Figure 1. M1 wires.
Supply wires on this layer in gray.
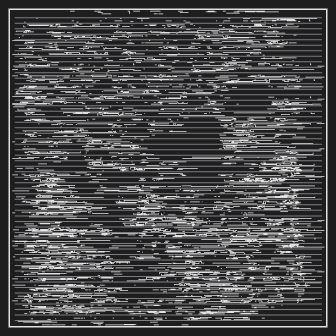
Figure 2. Metal 2.
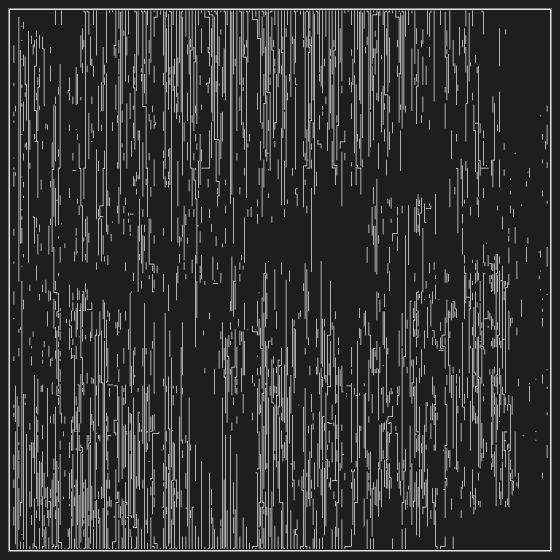
Figure 3. The metal 3 layer.
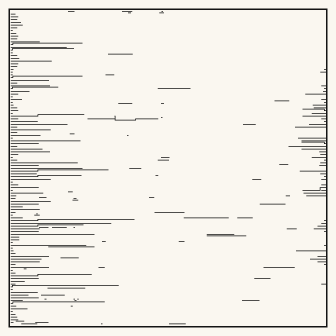
Figure 4. Met4 routing.
Bar = 50 µm. Supply wires on this layer in gray. Cells faint in the background.
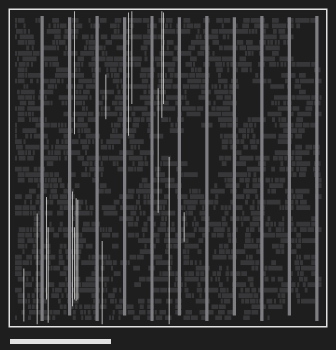
Figure 5. Clock wiring as the flow saved it.
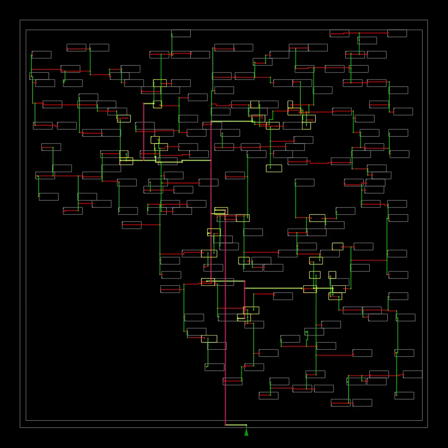
Design wb_stage, sky130hd; sources not shown.
==> run_results.csv <==
group,metric,value,unit
critical_path,timing.reg2reg.setup_slack,0.60,ns
yosys,synthesis.area_per_instance,8.07,µm²
critical_path,timing.critical_path.fanout_max,8,
cells_and_area,layout.area.seq,3440,µm²
yosys,common_cells,"sky130_fd_sc_hd__nand2_1, sky130_fd_sc_hd__dfxtp_1, sky130_fd_sc_hd__a21oi_1",
route,antenna_violating_nets_post_route,0,
sta,hold_vio_cnt_final,0,
critical_path,timing_worst_setup_path_type,"primary input to output port",
power_and_ir_drop,p_comb_share,17.6,%
yosys,synth.top_cell.area_share,45.1,%
yosys,synth_cell_type_count,46,
yosys,synth.yosys.warnings,0,
yosys,synthSimpleGateAreaFrac,27.1,%
place,placement.cell_area,11500,µm²
place,gp_congestion,0.901,
place,dp_hpwl,20100,µm
sta,setup-tns-final,0,ns
yosys,async_reset_ff_share,0,%
power_and_ir_drop,clockPowerShare,33.7,%
route,post_dr_wirelength_cell,17.0,µm
yosys,adder_share,0.164,%
cells_and_area,final_nets,1443,
clock_tree,post-cts-setup-buffer-count,0,
critical_path,worstSetupEndpointType,"output port",
power_and_ir_drop,power.switching_fraction,30.2,%
sta,slew_violations,0,
yosys,ff_type,"sky130_fd_sc_hd__dfxtp_1",
global_routing,pin_count_of_the_biggest_net_entering_global_routing,134,
sta,finalClockPeriodUsage,98.0,%
cells_and_area,final_core_util,52.2,%
yosys,yosys.area_share.aoi,13.2,%
floorplanning,design.die.area,24400,µm²
floorplanning,io_pins,384,
flow_run,warnings,29,
yosys,ys_seq_share,45.1,%
route,post_drt_via_cell_ratio,4.89,
sta,worst_path_setup_slack_after_routing,0.0651,ns
cells_and_area,flip_flop_count_of_the_largest_register_after_layout,64,
global_routing,grt_overflow,0,
global_routing,total_global_routing_track_utilization,21.3,%
cells_and_area,area.growth.synth_to_final,55.4,%
floorplanning,initial_core_util,33.6,%
place,numPortBuffers,356,
power_and_ir_drop,power.net_switching,1380,µW
power_and_ir_drop,p_leak,0.00424,µW
yosys,edf_count,0,
yosys,post_synth_main_logic_family,"simple AND/OR/NAND/NOR gates",
cells_and_area,post_layout_nonfiller_instances,1592,
yosys,yosys_stat_chip_area,7630,µm²
clock_tree,clock_path_buffers,2,
yosys,synthMuxAreaShare,3.93,%
route,drc,0,
clock_tree,cts_hold_buf,0,
outcome,outcome,"finished clean",
power_and_ir_drop,power.density,384,nW/µm²
yosys,netlist.top_cell.by_instances,"sky130_fd_sc_hd__nand2_1",
global_routing,number_of_antenna_violations_at_the_first_check_in_global_routing,2,
flow_run,drv_cap,0,
Notes on Figure 1 above:
wire length on this layer	10800 µm
longest straight run	35.0 µm
share of all routed wire	40%
nets with wire on the layer	1277
routed wire length: 27100 µm
grt met1 use: 24.5%
vias post-DR: 7777

Notes on Figure 2 above:
main direction	vertical
wire length on this layer	13500 µm
met2 GRT Util: 36.8%

Notes on Figure 3 above:
share of all routed wire	7.5%
main direction	horizontal
wire length on this layer	2030 µm
longest straight run	52.4 µm
met3 capacity usage during global routing: 7.08%

Notes on Figure 4 above:
nets with wire on the layer	16
main direction	vertical

Notes on Figure 5 above:
clock buffer count in the final layout: 17
cts bufs inserted: 17
clock group power: 1540 µW
Flops: 172
insertion delay of the later-clocked pin in the worst-skew pair: 0.45 ns

[worst max-delay path: stages]
cell and delay [ns]:
sky130_fd_sc_hd__clkdlybuf4s50_1 0.50, sky130_fd_sc_hd__mux4_2 0.52, sky130_fd_sc_hd__or2_2 0.33, sky130_fd_sc_hd__a21boi_4 0.21, sky130_fd_sc_hd__buf_6 0.16, sky130_fd_sc_hd__a21oi_1 0.06
sky130_fd_sc_hd__clkdlybuf4s15_1 0.28
[power by group through the flow]
stage | clock (µW) | combinational, µW | sequential [µW]
floorplan | 0 | 336 | 2320
global placement | 0 | 829 | 2270
detailed placement | 0 | 824 | 2270
CTS | 1610 | 805 | 2220
global route | 1690 | 858 | 2230
finish | 1540 | 804 | 2220
[cell usage in the layout, fill, tap and decap left out, drive strengths merged, types with 9 or more instances in the layout]
| cell type | instances |
|---|---|
| inv | 25 |
| nor4 | 9 |
| buf | 31 |
| o21ai | 27 |
| o31ai | 11 |
| conb | 27 |
| xor2 | 20 |
| or3 | 21 |
| clkbuf | 29 |
| xnor2 | 13 |
| a21oi | 128 |
| and2 | 31 |
| nor3 | 12 |
| o22ai | 9 |
| nand4 | 26 |
| nand2 | 205 |
| clkdlybuf4s50 | 329 |
| dfxtp | 172 |
| and4 | 12 |
| nor2 | 63 |
| nand3 | 22 |
| or4 | 13 |
| dlygate4sd2 | 9 |
[cell families after synthesis]
family | Yosys count
AND/OR/NAND/NOR | 430
AND-OR/OR-AND | 188
flip-flops | 172
buffers and inverters | 102
XOR/XNOR | 33
multiplexers | 19
adder cells (fa/ha/maj) | 1
other | 1
[timing repair]
action,4_1_cts,5_1_grt
cloned,0,1
pin swaps,0,1
endpoints found under the setup margin,25,23
gates resized,25,38
[metrics by stage]
step           hold WS (ns)  power, µW
2_1_floorplan         0.386       2660
3_3_place_gp          0.340       3100
3_5_place_dp          0.347       3090
4_1_cts               0.361       4630
5_1_grt               0.374       4770
6_report              0.358       4560
[final cells by class]
type / count / share of cell area, %
Timing Repair Buffer: 387 / 31.9
Clock buffer: 17 / 1.97
Inverter: 16 / 0.549
Antenna cell: 2 / 0.0422
Multi-Input combinational cell: 698 / 32.0
Tap cell: 285 / 3.01
Sequential cell: 172 / 29.0
Clock inverter: 15 / 1.45
[metal layers]
metal | GRT usage [%] | part of all wire (%)
met4 | 7.69 | 3.1
met1 | 24.5 | 40
met3 | 7.08 | 7.5
met5 | 0 | 0
met2 | 36.8 | 50
No activity file was given, so power comes from the tool's default toggle rates.
